`src/rtl/i2c_slave_fsm.sv`:
```
// I2C target FSM: synchronised SCL/SDA sampling, START/STOP detection, fixed 7-bit address,
// write reception with per-byte ACK and read transmission with master ACK/NACK monitoring.
module i2c_slave_fsm #(
    parameter int                  ADDR_LEN   = 7,
    parameter int                  DATA_LEN   = 8,
    parameter logic [ADDR_LEN-1:0] SLAVE_ADDR = 7'h50,
    parameter int                  NUM_BYTES  = 2
) (
    input  logic                clk,
    input  logic                rst_n,
    input  logic                scl,
    input  logic                sda_i,
    output logic                sda_oe,
    input  logic [DATA_LEN-1:0] tx_data_0,
    input  logic [DATA_LEN-1:0] tx_data_1,
    output logic [DATA_LEN-1:0] rx_data,
    output logic                rx_index,
    output logic                rx_valid,
    output logic                addr_match,
    output logic                rw,
    output logic [3:0]          state_slave,
    output logic                busy
);

    localparam int BIT_W  = $clog2(DATA_LEN);
    localparam int BYTE_W = $clog2(NUM_BYTES + 1);
    localparam logic [BIT_W-1:0]  BIT_LAST  = BIT_W'(DATA_LEN - 1);
    localparam logic [BYTE_W-1:0] BYTE_MAX  = BYTE_W'(NUM_BYTES);

    typedef enum logic [3:0] {
        IDLE       = 4'd0,
        ADDR       = 4'd1,
        ADDR_ACK   = 4'd2,
        RX_BYTE    = 4'd3,
        RX_ACK     = 4'd4,
        TX_BYTE    = 4'd5,
        TX_ACK_CHK = 4'd6,
        WAIT_STOP  = 4'd7
    } state_t;

    state_t              state, state_n;
    logic                scl_s1, scl_s2, scl_d;
    logic                sda_s1, sda_s2, sda_d;
    logic [BIT_W-1:0]    bit_cnt, bit_cnt_n;
    logic [BYTE_W-1:0]   byte_cnt, byte_cnt_n, byte_cnt_inc;
    logic [DATA_LEN-1:0] shift, shift_n, rx_byte;
    logic                phase, phase_n;
    logic                accepted, accepted_n;
    logic                sda_oe_n, rx_index_n, rx_valid_n, addr_match_n, rw_n;
    logic [DATA_LEN-1:0] rx_data_n;
    logic                scl_rise, scl_fall, start_det, stop_det;

    // Synchronizers idle high so a released bus never looks like an edge after reset.
    always_ff @(posedge clk or negedge rst_n) begin
        if (!rst_n) begin
            scl_s1 <= 1'b1;
            scl_s2 <= 1'b1;
            scl_d  <= 1'b1;
            sda_s1 <= 1'b1;
            sda_s2 <= 1'b1;
            sda_d  <= 1'b1;
        end else begin
            scl_s1 <= scl;
            scl_s2 <= scl_s1;
            scl_d  <= scl_s2;
            sda_s1 <= sda_i;
            sda_s2 <= sda_s1;
            sda_d  <= sda_s2;
        end
    end

    assign scl_rise  = scl_s2 & ~scl_d;
    assign scl_fall  = ~scl_s2 & scl_d;
    assign start_det = scl_s2 & sda_d & ~sda_s2;
    assign stop_det  = scl_s2 & ~sda_d & sda_s2;

    assign rx_byte      = {shift[DATA_LEN-2:0], sda_s2};
    assign byte_cnt_inc = (byte_cnt < BYTE_MAX) ? byte_cnt + 1'b1 : byte_cnt;

    always_ff @(posedge clk or negedge rst_n) begin
        if (!rst_n) begin
            state      <= IDLE;
            bit_cnt    <= '0;
            byte_cnt   <= '0;
            shift      <= '0;
            phase      <= 1'b0;
            accepted   <= 1'b0;
            sda_oe     <= 1'b0;
            rx_data    <= '0;
            rx_index   <= 1'b0;
            rx_valid   <= 1'b0;
            addr_match <= 1'b0;
            rw         <= 1'b0;
        end else begin
            state      <= state_n;
            bit_cnt    <= bit_cnt_n;
            byte_cnt   <= byte_cnt_n;
            shift      <= shift_n;
            phase      <= phase_n;
            accepted   <= accepted_n;
            sda_oe     <= sda_oe_n;
            rx_data    <= rx_data_n;
            rx_index   <= rx_index_n;
            rx_valid   <= rx_valid_n;
            addr_match <= addr_match_n;
            rw         <= rw_n;
        end
    end

    // phase marks the second half of an ACK slot, or in TX_BYTE that all data bits are out.
    always_comb begin
        state_n      = state;
        bit_cnt_n    = bit_cnt;
        byte_cnt_n   = byte_cnt;
        shift_n      = shift;
        phase_n      = phase;
        accepted_n   = accepted;
        sda_oe_n     = sda_oe;
        rx_data_n    = rx_data;
        rx_index_n   = rx_index;
        rx_valid_n   = 1'b0;
        addr_match_n = addr_match;
        rw_n         = rw;

        if (stop_det) begin
            state_n      = IDLE;
            sda_oe_n     = 1'b0;
            addr_match_n = 1'b0;
        end else if (start_det) begin
            state_n      = ADDR;
            bit_cnt_n    = '0;
            byte_cnt_n   = '0;
            phase_n      = 1'b0;
            addr_match_n = 1'b0;
            sda_oe_n     = 1'b0;
        end else begin
            case (state)
                ADDR: if (scl_rise) begin
                    shift_n = rx_byte;
                    if (bit_cnt == BIT_LAST) begin
                        bit_cnt_n = '0;
                        if (shift[ADDR_LEN-1:0] == SLAVE_ADDR) begin
                            rw_n    = sda_s2;
                            phase_n = 1'b0;
                            state_n = ADDR_ACK;
                        end else begin
                            state_n = WAIT_STOP;
                        end
                    end else begin
                        bit_cnt_n = bit_cnt + 1'b1;
                    end
                end
                ADDR_ACK: if (scl_fall) begin
                    if (!phase) begin
                        sda_oe_n     = 1'b1;
                        addr_match_n = 1'b1;
                        phase_n      = 1'b1;
                    end else begin
                        phase_n = 1'b0;
                        if (!rw) begin
                            sda_oe_n  = 1'b0;
                            bit_cnt_n = '0;
                            state_n   = RX_BYTE;
                        end else begin
                            // The first read bit must already be on the bus for the next SCL high.
                            sda_oe_n  = ~tx_data_0[DATA_LEN-1];
                            shift_n   = {tx_data_0[DATA_LEN-2:0], 1'b0};
                            bit_cnt_n = BIT_W'(1);
                            state_n   = TX_BYTE;
                        end
                    end
                end
                RX_BYTE: if (scl_rise) begin
                    shift_n = rx_byte;
                    if (bit_cnt == BIT_LAST) begin
                        bit_cnt_n = '0;
                        phase_n   = 1'b0;
                        state_n   = RX_ACK;
                        if (byte_cnt < BYTE_MAX) begin
                            rx_data_n  = rx_byte;
                            rx_index_n = byte_cnt[0];
                            rx_valid_n = 1'b1;
                            byte_cnt_n = byte_cnt_inc;
                            accepted_n = 1'b1;
                        end else begin
                            accepted_n = 1'b0;
                        end
                    end else begin
                        bit_cnt_n = bit_cnt + 1'b1;
                    end
                end
                RX_ACK: if (scl_fall) begin
                    if (!phase) begin
                        sda_oe_n = accepted;
                        phase_n  = 1'b1;
                    end else begin
                        sda_oe_n = 1'b0;
                        phase_n  = 1'b0;
                        state_n  = accepted ? RX_BYTE : WAIT_STOP;
                    end
                end
                TX_BYTE: if (scl_fall) begin
                    if (phase) begin
                        sda_oe_n = 1'b0;
                        phase_n  = 1'b0;
                        state_n  = TX_ACK_CHK;
                    end else begin
                        sda_oe_n = ~shift[DATA_LEN-1];
                        shift_n  = shift << 1;
                        if (bit_cnt == BIT_LAST) begin
                            bit_cnt_n = '0;
                            phase_n   = 1'b1;
                        end else begin
                            bit_cnt_n = bit_cnt + 1'b1;
                        end
                    end
                end
                TX_ACK_CHK: if (scl_rise) begin
                    if (!sda_s2) begin
                        byte_cnt_n = byte_cnt_inc;
                        shift_n    = (byte_cnt_inc == BYTE_W'(1)) ? tx_data_1 : '1;
                        bit_cnt_n  = '0;
                        phase_n    = 1'b0;
                        state_n    = TX_BYTE;
                    end else begin
                        state_n = WAIT_STOP;
                    end
                end
                WAIT_STOP: sda_oe_n = 1'b0;
                default: ;
            endcase
        end
    end

    assign state_slave = state;
    assign busy        = (state != IDLE);

endmodule

```
`config.mk`:
```
export PLATFORM = sky130hd
export DESIGN_NAME = i2c_slave_fsm
export DESIGN_NICKNAME = d
export VERILOG_FILES = /design/src/rtl/i2c_slave_fsm.sv
export SDC_FILE = /design/constraint.sdc
export NUM_CORES = 1
export LEC_CHECK = 0
export CORE_MARGIN = 2
export CORE_UTILIZATION = 25
export DETAILED_ROUTE_END_ITERATION = 7
export PLACE_DENSITY = 0.53
export SETUP_SLACK_MARGIN = 0.5
export SYNTH_ARGS = -nofsm -noshare
export SYNTH_HDL_FRONTEND = slang
export SYNTH_SLANG_ARGS = --single-unit
```
`constraint.sdc`:
```
create_clock -name clk -period 6.4 [get_ports clk]
set_clock_uncertainty 0.05 [all_clocks]
set_input_delay 1.28 -clock clk [delete_from_list [all_inputs] [get_ports clk]]
set_output_delay 1.28 -clock clk [all_outputs]
set_load 0.005 [all_outputs]
```
==> impl_metrics.tcl, run 1 <==
# collected from the flow reports
set metrics [dict create \
    status "complete, no violations" \
    crit_fanout 27 \
    drt_iter0_drc 155 \
    cts_tree "yes" \
    comb_area_frac 0.432 \
    drc 0 \
    largest_cell_class "combinational gates" \
    drt-met1-wl_mm 2.57 \
    cp-startpoint "state_slave[2]" \
    ff2ff_setup_slack_ps 3770 \
    dr_wl_met2_mm 2.48 \
    cp.required_ps 5070 \
    cts-buffers-inserted 5 \
    clock_area_frac 0.0400 \
    ys_seq_share 0.407 \
    grt-ovfl-total 0 \
    cap_violations 0 \
    port-buffer-count 36 \
    cpMaxStageDelayCell "dfrtp_1" \
    wirelength_mm 5.37 \
    dr_wl_met3_um 251 \
    power_sequential_w 0.000376 \
    pwr-share-comb 0.496 \
    log.warning_count 27 \
    xor_share 0 \
    chipWidth_um 99.8 \
    slew_viol_final 0 \
    top_cell_area_share 0.338 \
    cts_resized 0 \
    yosys-stat-area_sq_um 2290 \
    regArea_sq_um 933 \
    clk_latency_ps 300 \
    power.density_nw_per_um2 413 \
    combGateArea_sq_um 1210 \
    boundaryPins 38 \
    hold_class "reg -> reg" \
    grt_start_max_net_pins 39 \
    ys.flop_type "dfrtp_1" \
    syn_nets 261 \
    seq_share 0.332 \
    reg2reg_depth 5 \
    logic_family "AND-OR/OR-AND gates" \
    utilization 0.320 \
    maxPowerGroup "combinational cells" \
    fp-row-count 34 \
    ys_sh_simple 0.155 \
    ctsRootBufferMaster "clkbuf_8" \
    n_clock_buffer 5 \
    synth_cells 237 \
    grt-busiest-layer "met2" \
    whs_path_depth 0 \
    clockBufferDepth 2 \
    logic_gate_count 168 \
    fill_cells 873 \
    holdCritStartpoint "sda_s1" \
    final_nets 288 \
    setup-violations-final 0 \
    chipArea_sq_um 9960 \
    synth.distinct_cells 52 \
    h-tree-depth 2 \
    critPathLaunchType "flop" \
    worstPathCellList "nor2_1, nand2_1, clkdlybuf4s50_1" \
    place_ws_ps 3450 \
    grt_pass1_wl_mm 9.08 \
    grtUsageTotal 0.114 \
]
[run 1: metrics by stage]
step	total power (W)	hold slack, ps
global route	0.00127	317
floorplan	0.000823	295
CTS	0.00117	309
global placement	0.000951	296
finish	0.00116	307
detailed placement	0.000957	297
[run 1: flip-flops by register name (all words and copies together), names as in the netlist, 2 cells and up]
register	count
rx_data	8
shift	8
bit_cnt	3
state_slave	3
byte_cnt	2
[run 1: worst max-delay path: cells and delay by family (launching register included)]
| family | cells | cell delay (ps) |
|---|---|---|
| buffers and inverters | 1 | 500 |
| AND/OR/NAND/NOR | 2 | 350 |
| flip-flops | 1 | 810 |
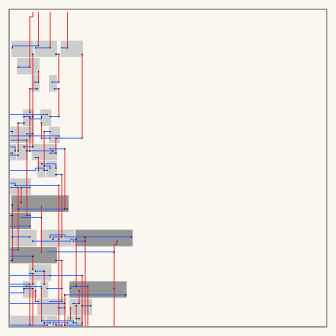
run_1/closeup.png
Region (50, 50) to (100, 100) um. Cells in gray, sequential cells in the stronger gray; small squares are vias.
legend:
  M1:
    color: blue
  M2:
    color: red
sequential cells in the window: 4
netlist names of flops here include: bit_cnt (2), shift (2)
most frequent: nand2_1 (5)
cells with their middle in the window: 31

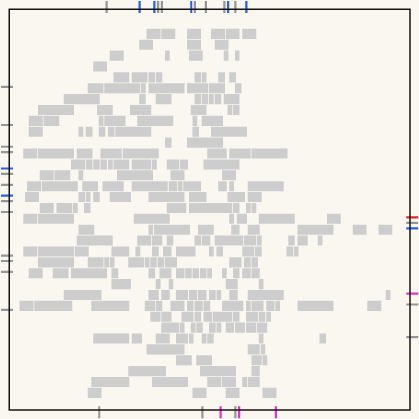
run_1/pinout.png
Scale: 4 px per um. Pins as bars across the die edge, other pins in gray.
legend:
  tx_data_0:
    color: blue
    pins: 8
    direction: input
    edge: 5 top, 2 left, 1 right
  state_slave:
    color: magenta
    pins: 4
    direction: output
    edge: 3 bottom, 1 right
  rw:
    color: red
    pins: 1
    direction: output
    edge: right

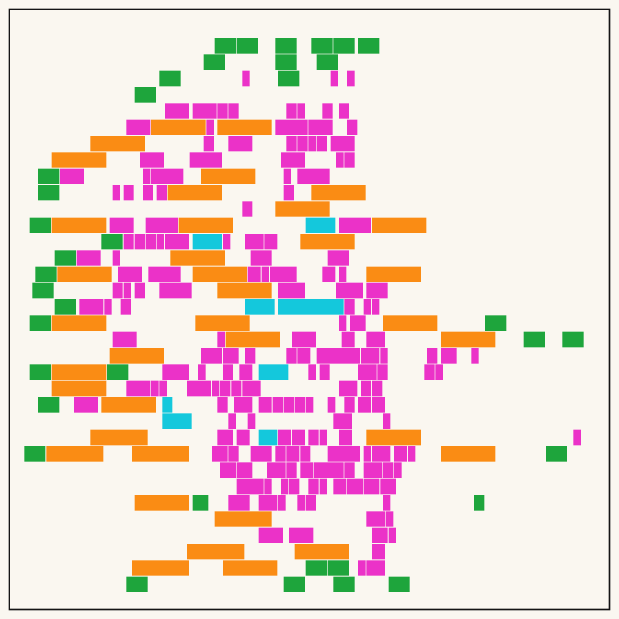
run_1/class_map.png
Scale: 6 px per um.
legend:
  remaining buffers and delay cells:
    color: green
    cells: 37
    share_of_their_area: 14%
  sequential cells:
    color: orange
    cells: 37
    share_of_their_area: 35%
  clock drivers and dummy loads:
    color: cyan
    cells: 8
    share_of_their_area: 4.2%
  remaining logic cells:
    color: magenta
    cells: 183
    share_of_their_area: 47%

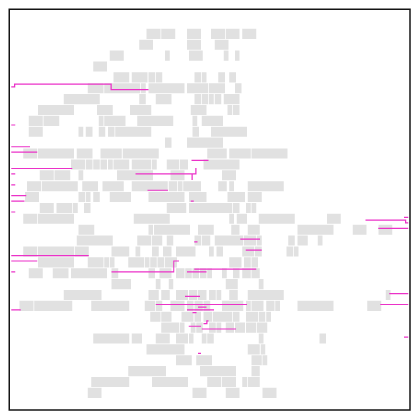
run_1/m3.png
Scale: 4 px per um.
main direction: horizontal
nets with wire on the layer: 31
wire length on this layer: 252 um

==> run 2: changes to the inputs <==
Clock period 6.4 ns to 3.1 ns, I/O delays scaled along.
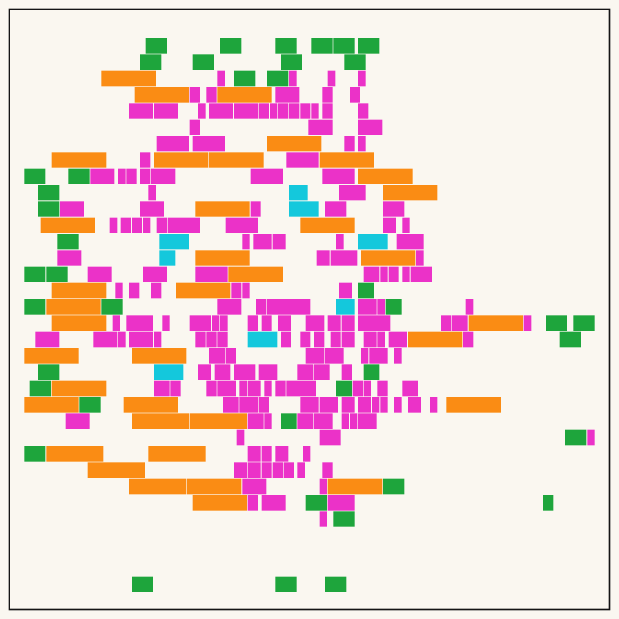
run_2/class_map.png
Scale: 6 px per um.
core area: 8810 sq um
sequential share of cell area: 0.330
num rows: 34
post-route cell area: 2830 sq um
Final Core Density: 0.321

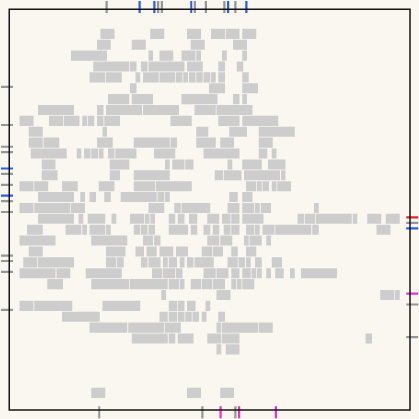
run_2/pinout.png
Scale: 4 px per um. Pins as bars across the die edge, other pins in gray.
legend:
  rw:
    color: red
    pins: 1
    direction: output
    edge: right
  state_slave:
    color: magenta
    pins: 4
    direction: output
    edge: 3 bottom, 1 right
  tx_data_0:
    color: blue
    pins: 8
    direction: input
    edge: 5 top, 2 left, 1 right

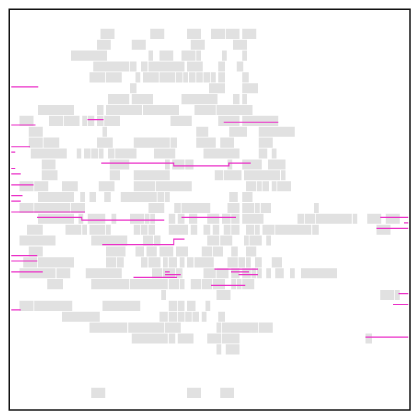
run_2/m3.png
Scale: 4 px per um.
wire length on this layer: 266 um
main direction: horizontal

==> impl_metrics.tcl, run 2 <==
# collected from the flow reports
set metrics [dict create \
    cpMaxStageDelayCell "dfrtp_1" \
    worstPathCellList "inv_1, nand2_1, clkdlybuf4s50_1" \
    hold_class "reg -> reg" \
    port-buffer-count 36 \
    power_sequential_w 0.000786 \
    chipArea_sq_um 9960 \
    cts-buffers-inserted 5 \
    regArea_sq_um 933 \
    fill_cells 874 \
    h-tree-depth 2 \
    status "complete, no violations" \
    cp.depth 3 \
    crit_family "flip-flops" \
    critPathLaunchType "flop" \
    place_ws_ps 775 \
    maxPowerGroup "combinational cells" \
    largest_cell_class "combinational gates" \
    clock_area_frac 0.0332 \
    ys.flop_type "dfrtp_1" \
    n_clock_buffer 5 \
    ff2ff_setup_slack_ps 770 \
    grt-ovfl-total 0 \
    cp-startpoint "state_slave[0]" \
    final_nets 292 \
    combGateArea_sq_um 1210 \
    top_regs "rx_data (8), shift (8)" \
    boundaryPins 38 \
    setup-violations-final 0 \
    wirelength_mm 5.61 \
    pwr-share-comb 0.513 \
    drc 0 \
    reg2reg_depth 6 \
    cts_resized 0 \
    logic_gate_count 168 \
    top_cell_area_share 0.338 \
    syn_nets 261 \
    crit_fanout 20 \
]
[run 2: cell count changes in the layout (fill, tap and decap cells not counted), sizes merged]
cell      previous run  this run
buf                  2         6
clkinvlp             0         1
bufinv               1         0
[run 2: cells by family after synthesis]
family | Yosys count | share of synthesized area
fa+ha+maj | 4 | 0.0218
buf+inv | 32 | 0.0638
other cells | 1 | 0.00163
compound gates | 65 | 0.183
mux | 32 | 0.168
simple gates | 66 | 0.155
flops | 37 | 0.407
[run 2: per-layer routing]
layer | part of all wire | global-route usage
met4 | 0.0095 | 0.0358
met5 | 0 | 0
met3 | 0.047 | 0.0244
met2 | 0.45 | 0.175
met1 | 0.49 | 0.165
Power and IR drop assume default switching activity.
